===== src/rtl/cpu_ctrl_pkg.sv =====
// Shared constants and types for the multi-cycle CPU control path:
// state encodings, opcodes, datapath mux codes and the control word.
package cpu_ctrl_pkg;

  localparam int STATE_BITS = 4;
  localparam int OPC_BITS   = 6;

  typedef enum logic [STATE_BITS-1:0] {
    S_FETCH   = 4'd0,
    S_DECODE  = 4'd1,
    S_MEMADR  = 4'd2,
    S_MEMRD   = 4'd3,
    S_MEMWB   = 4'd4,
    S_MEMWR   = 4'd5,
    S_EXECUTE = 4'd6,
    S_ALUWB   = 4'd7,
    S_BRANCH  = 4'd8,
    S_JUMP    = 4'd9,
    S_ADDIEX  = 4'd10,
    S_ADDIWB  = 4'd11
  } state_t;

  localparam logic [OPC_BITS-1:0] OP_RTYPE = 6'h00;
  localparam logic [OPC_BITS-1:0] OP_J     = 6'h02;
  localparam logic [OPC_BITS-1:0] OP_BEQ   = 6'h04;
  localparam logic [OPC_BITS-1:0] OP_ADDI  = 6'h08;
  localparam logic [OPC_BITS-1:0] OP_LW    = 6'h23;
  localparam logic [OPC_BITS-1:0] OP_SW    = 6'h2B;

  localparam logic [1:0] ALU_ADD   = 2'd0;
  localparam logic [1:0] ALU_SUB   = 2'd1;
  localparam logic [1:0] ALU_FUNCT = 2'd2;

  localparam logic [1:0] SRCB_B      = 2'd0;
  localparam logic [1:0] SRCB_FOUR   = 2'd1;
  localparam logic [1:0] SRCB_IMM    = 2'd2;
  localparam logic [1:0] SRCB_IMM_SH = 2'd3;

  localparam logic [1:0] PCSRC_ALU    = 2'd0;
  localparam logic [1:0] PCSRC_ALUOUT = 2'd1;
  localparam logic [1:0] PCSRC_JUMP   = 2'd2;

  typedef struct packed {
    logic       pc_write;
    logic       pc_write_cond;
    logic       i_or_d;
    logic       mem_read;
    logic       mem_write;
    logic       ir_write;
    logic       mem_to_reg;
    logic       reg_dst;
    logic       reg_write;
    logic       alu_src_a;
    logic [1:0] alu_src_b;
    logic [1:0] alu_op;
    logic [1:0] pc_src;
  } ctrl_t;

  // True for every opcode the DECODE state knows how to dispatch.
  function automatic logic is_known_op(input logic [OPC_BITS-1:0] op);
    return (op == OP_RTYPE) || (op == OP_J) || (op == OP_BEQ) ||
           (op == OP_ADDI)  || (op == OP_LW) || (op == OP_SW);
  endfunction

endpackage


===== src/rtl/ctrl_output_decode.sv =====
// State -> control word decoder. Pure combinational; the only input other
// than the state is the effective memory-ready, used to gate the FETCH
// write enables so the PC and IR load exactly once per fetch.
module ctrl_output_decode
  import cpu_ctrl_pkg::*;
(
  input  state_t state_i,
  input  logic   mem_ready_i,
  output ctrl_t  ctrl_o
);

  // Control word per state; anything not listed stays 0 (incl. unused codes).
  always_comb begin
    ctrl_o = '0;
    unique case (state_i)
      S_FETCH: begin
        ctrl_o.mem_read  = 1'b1;
        ctrl_o.alu_src_a = 1'b0;
        ctrl_o.alu_src_b = SRCB_FOUR;
        ctrl_o.alu_op    = ALU_ADD;
        ctrl_o.pc_src    = PCSRC_ALU;
        ctrl_o.ir_write  = mem_ready_i;
        ctrl_o.pc_write  = mem_ready_i;
      end
      S_DECODE: begin
        ctrl_o.alu_src_a = 1'b0;
        ctrl_o.alu_src_b = SRCB_IMM_SH;
        ctrl_o.alu_op    = ALU_ADD;
      end
      S_MEMADR, S_ADDIEX: begin
        ctrl_o.alu_src_a = 1'b1;
        ctrl_o.alu_src_b = SRCB_IMM;
        ctrl_o.alu_op    = ALU_ADD;
      end
      S_MEMRD: begin
        ctrl_o.i_or_d   = 1'b1;
        ctrl_o.mem_read = 1'b1;
      end
      S_MEMWB: begin
        ctrl_o.reg_dst    = 1'b0;
        ctrl_o.mem_to_reg = 1'b1;
        ctrl_o.reg_write  = 1'b1;
      end
      S_MEMWR: begin
        ctrl_o.i_or_d    = 1'b1;
        ctrl_o.mem_write = 1'b1;
      end
      S_EXECUTE: begin
        ctrl_o.alu_src_a = 1'b1;
        ctrl_o.alu_src_b = SRCB_B;
        ctrl_o.alu_op    = ALU_FUNCT;
      end
      S_ALUWB: begin
        ctrl_o.reg_dst    = 1'b1;
        ctrl_o.mem_to_reg = 1'b0;
        ctrl_o.reg_write  = 1'b1;
      end
      S_BRANCH: begin
        ctrl_o.alu_src_a     = 1'b1;
        ctrl_o.alu_src_b     = SRCB_B;
        ctrl_o.alu_op        = ALU_SUB;
        ctrl_o.pc_src        = PCSRC_ALUOUT;
        ctrl_o.pc_write_cond = 1'b1;
      end
      S_JUMP: begin
        ctrl_o.pc_src   = PCSRC_JUMP;
        ctrl_o.pc_write = 1'b1;
      end
      S_ADDIWB: begin
        ctrl_o.reg_dst    = 1'b0;
        ctrl_o.mem_to_reg = 1'b0;
        ctrl_o.reg_write  = 1'b1;
      end
      default: ctrl_o = '0;
    endcase
  end

endmodule


===== src/rtl/multi_cycle_control_fsm.sv =====
// Multi-cycle CPU control unit: state register, next-state logic and the
// reset masking of the control word produced by ctrl_output_decode.
//
// state   | meaning
// --------+---------------------------------------------------------
// FETCH   | read instruction at PC; load IR and PC+4 when memory ready
// DECODE  | read registers, compute branch target into ALUOut; dispatch
// MEMADR  | compute load/store address A + sign-ext imm
// MEMRD   | read data memory at ALUOut until ready
// MEMWB   | write MDR into rt
// MEMWR   | write B to data memory at ALUOut until ready
// EXECUTE | R-type ALU operation on A, B
// ALUWB   | write ALUOut into rd
// BRANCH  | compare A, B; load PC from ALUOut if equal
// JUMP    | load PC with jump target
// ADDIEX  | A + sign-ext imm
// ADDIWB  | write ALUOut into rt
module multi_cycle_control_fsm
  import cpu_ctrl_pkg::*;
#(
  parameter int STATE_W  = 4,
  parameter int OP_W     = 6,
  parameter bit MEM_WAIT = 1'b1
) (
  input  logic               i_clk,
  input  logic               i_rst,
  input  logic [OP_W-1:0]    i_op,
  input  logic               i_mem_ready,
  output logic               o_pc_write,
  output logic               o_pc_write_cond,
  output logic               o_i_or_d,
  output logic               o_mem_read,
  output logic               o_mem_write,
  output logic               o_ir_write,
  output logic               o_mem_to_reg,
  output logic               o_reg_dst,
  output logic               o_reg_write,
  output logic               o_alu_src_a,
  output logic [1:0]         o_alu_src_b,
  output logic [1:0]         o_alu_op,
  output logic [1:0]         o_pc_src,
  output logic               o_illegal,
  output logic [STATE_W-1:0] o_state
);

  state_t state_q, state_d;
  ctrl_t  ctrl_raw, ctrl;
  logic   ready;

  // With single-cycle memory every memory state completes immediately.
  assign ready = MEM_WAIT ? i_mem_ready : 1'b1;

  // State register; reset returns to FETCH at once.
  always_ff @(posedge i_clk or posedge i_rst) begin
    if (i_rst) state_q <= S_FETCH;
    else       state_q <= state_d;
  end

  // Next-state logic. i_op is only looked at in DECODE and MEMADR, where
  // the IR is stable, so no separate opcode register is kept.
  always_comb begin
    state_d = S_FETCH;
    unique case (state_q)
      S_FETCH:   state_d = ready ? S_DECODE : S_FETCH;
      S_DECODE: begin
        if ((i_op == OP_LW) || (i_op == OP_SW)) state_d = S_MEMADR;
        else if (i_op == OP_RTYPE)              state_d = S_EXECUTE;
        else if (i_op == OP_BEQ)                state_d = S_BRANCH;
        else if (i_op == OP_J)                  state_d = S_JUMP;
        else if (i_op == OP_ADDI)               state_d = S_ADDIEX;
        else                                    state_d = S_FETCH;
      end
      S_MEMADR: begin
        if (i_op == OP_LW)      state_d = S_MEMRD;
        else if (i_op == OP_SW) state_d = S_MEMWR;
        else                    state_d = S_FETCH;
      end
      S_MEMRD:   state_d = ready ? S_MEMWB : S_MEMRD;
      S_MEMWB:   state_d = S_FETCH;
      S_MEMWR:   state_d = ready ? S_FETCH : S_MEMWR;
      S_EXECUTE: state_d = S_ALUWB;
      S_ALUWB:   state_d = S_FETCH;
      S_BRANCH:  state_d = S_FETCH;
      S_JUMP:    state_d = S_FETCH;
      S_ADDIEX:  state_d = S_ADDIWB;
      S_ADDIWB:  state_d = S_FETCH;
      default:   state_d = S_FETCH;
    endcase
  end

  ctrl_output_decode u_dec (
    .state_i     (state_q),
    .mem_ready_i (ready),
    .ctrl_o      (ctrl_raw)
  );

  // While reset is held the state already reads FETCH, but FETCH would
  // still drive mem_read, so the whole word is blanked here.
  always_comb begin
    ctrl = ctrl_raw;
    if (i_rst) ctrl = '0;
  end

  assign o_pc_write      = ctrl.pc_write;
  assign o_pc_write_cond = ctrl.pc_write_cond;
  assign o_i_or_d        = ctrl.i_or_d;
  assign o_mem_read      = ctrl.mem_read;
  assign o_mem_write     = ctrl.mem_write;
  assign o_ir_write      = ctrl.ir_write;
  assign o_mem_to_reg    = ctrl.mem_to_reg;
  assign o_reg_dst       = ctrl.reg_dst;
  assign o_reg_write     = ctrl.reg_write;
  assign o_alu_src_a     = ctrl.alu_src_a;
  assign o_alu_src_b     = ctrl.alu_src_b;
  assign o_alu_op        = ctrl.alu_op;
  assign o_pc_src        = ctrl.pc_src;

  assign o_illegal = ~i_rst && (state_q == S_DECODE) && !is_known_op(i_op);
  assign o_state   = STATE_W'(state_q);

endmodule


===== config.mk =====
export PLATFORM = sky130hd
export DESIGN_NAME = multi_cycle_control_fsm
export DESIGN_NICKNAME = d
export VERILOG_FILES = /design/src/rtl/cpu_ctrl_pkg.sv /design/src/rtl/ctrl_output_decode.sv /design/src/rtl/multi_cycle_control_fsm.sv
export SDC_FILE = /design/constraint.sdc
export NUM_CORES = 1
export LEC_CHECK = 0
export CORE_MARGIN = 2
export CORE_UTILIZATION = 41
export DETAILED_ROUTE_END_ITERATION = 10
export GPL_TIMING_DRIVEN = 0
export PLACE_DENSITY = 0.83
export SETUP_SLACK_MARGIN = 0.15
export SYNTH_ARGS = -nofsm -noshare
export SYNTH_HDL_FRONTEND = slang
export SYNTH_SLANG_ARGS = --single-unit

===== constraint.sdc =====
create_clock -name i_clk -period 3.8 [get_ports i_clk]
set_input_delay 0.38 -clock i_clk [delete_from_list [all_inputs] [get_ports i_clk]]
set_output_delay 0.38 -clock i_clk [all_outputs]
set_load 0.01 [all_outputs]

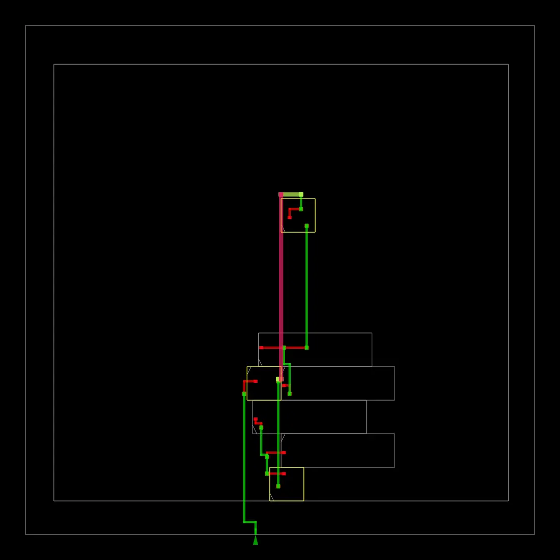
Fig. 1. The clock network.
later-pin clock latency in the skew report: 0.24 ns
Max Clock Skew: 0.00365 ns

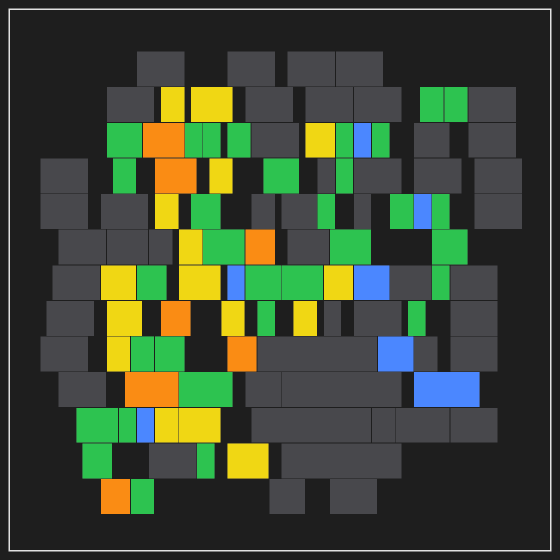
Fig. 2. Gate families picked out.
blue -> nand cells  # cells 7
green -> nor cells  # cells 32
yellow -> aoi and oai cells  # cells 16
orange -> and/or cells  # cells 7

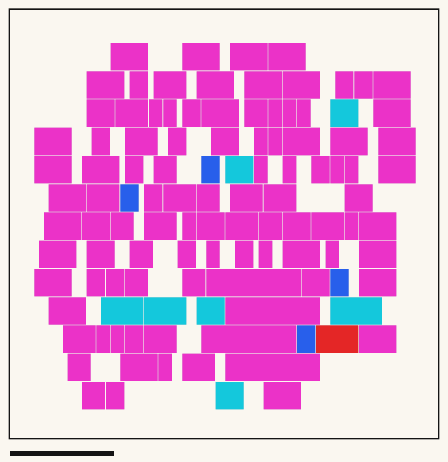
Fig. 3. Cell sizes after repair.
Bar = 10 um.
magenta -> _0 and _1 cells  # cells 99, share 89%, most used clkdlybuf4s50_1
blue -> _2 cells  # cells 4, share 3.6%, most used buf_2
red -> _6 and larger  # cells 1, share 0.90%, most used buf_6
cyan -> _3 and _4 cells  # cells 7, share 6.3%, most used clkbuf_4

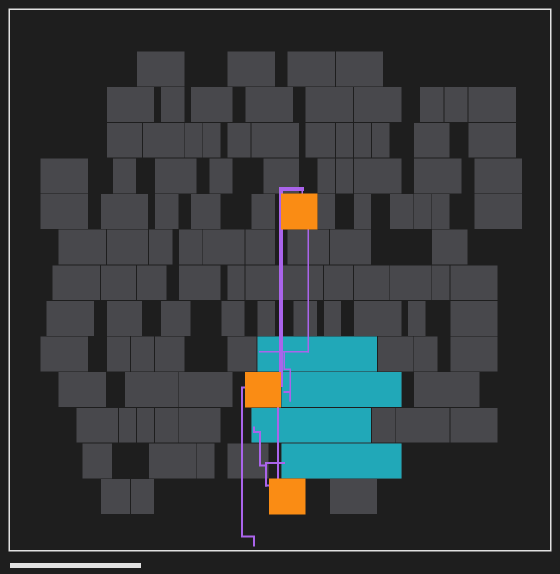
Fig. 4. Clock distribution.
Bar = 10 um.
purple -> clock wires  # length 69.5 um
orange -> clock drivers  # count 3
cyan -> flip-flops  # count 4
routed clock nets = 4

==> flow_summary_export.csv <==
group,metric,value,unit
worst_setup_path,cp_max_fo,7,
cells_and_area,seq_cells,4,
logic_synthesis,async_flop_share,1.00,
grt,overflow,0,
logic_synthesis,synth_cells,79,
worst_setup_path,cp_common_cell,"clkdlybuf4s50_1",
routing,drtIter0Drc,32,
place,hpwl,1.25,mm
final_timing,finalCriticalPeriod,2.68,ns
logic_synthesis,synthSimpleGateAreaFrac,0.491,
routing,wl_met3,116,um
cts,holdBufCountCts,0,
worst_setup_path,timing.critical_path.from,"i_rst",
power,clockPowerShare,0.320,
final_timing,grt_setup_unrepaired,"false",
cells_and_area,buffer_area_frac,0.374,
final_timing,hold_viol_final,0,
final_timing,finalClockPeriodUsage,0.705,
place,place_ws,1.17,ns
cts,cts-root-buf,"clkbuf_4",
grt,grt_max_degree,11,
cts,post_cts_buffers,0,
logic_synthesis,ys_sh_aoi,0.198,
logic_synthesis,largest_area_cell,"dfrtp_1",
power,pg_seq,0.0000465,W
floorplan,ios,30,
logic_synthesis,synth_warnings,0,
worst_setup_path,reg2reg_to,"o_state[0]$_DFF_PP0_",
final_timing,tightest_slew,0.366,ns
cells_and_area,comb_area,418,sq um
logic_synthesis,synthMuxAreaShare,0,
cells_and_area,nNetsFinal,122,
cells_and_area,area.growth.synth_to_final,58.4,%
logic_synthesis,top_cells_by_count,"12 x nor2_1, 7 x nor3_1",
cells_and_area,final_common_cell,"clkdlybuf4s50_1",
worst_setup_path,r2r_setup_slack,2.30,ns
place,place_area,877,sq um
power,combPwrFrac,0.401,
cells_and_area,comb_share,0.465,
place,port_buffers,29,
final_timing,slew_viol_final,0,
worst_setup_path,endpoint_kind,"output pin",
worst_setup_path,crit_arrival,2.30,ns
power,switchingPower,0.0000537,W
cells_and_area,largest_class,"multi-input combinational cells",
cells_and_area,signal_buffers,37,
final_timing,tns,0,ns
routing,ant_nets,0,
logic_synthesis,ys_seq_share,0.176,
floorplan,die_x,41.2,um
power,p_sw_frac,0.322,
grt,antenna_found_initial,0,
cts,cts_tree,"done",
worst_setup_path,crit_chain,"clkdlybuf4s50_1 -> or3_1 -> nor4b_1 -> clkdlybuf4s50_1",
status,status,"finished clean",
power,peakVddDrop,0.000139,V
cells_and_area,nMultiInputCombCells,66,
grt,busiest_layer,"met2",
cells_and_area,clockNetworkAreaShare,0.0250,
routing,avgViaCountPerCell,5.90,
logic_synthesis,ys_chip_area,568,sq um
cts,cts-resized-gates,0,
power,comb_cell_power,0.0000669,W
routing,vias,743,
power,power.group.top,"combinational cells",
job,tool_warnings,26,
worst_setup_path,critPathBufInv,2,
Power is estimated from default activity; no workload was simulated.
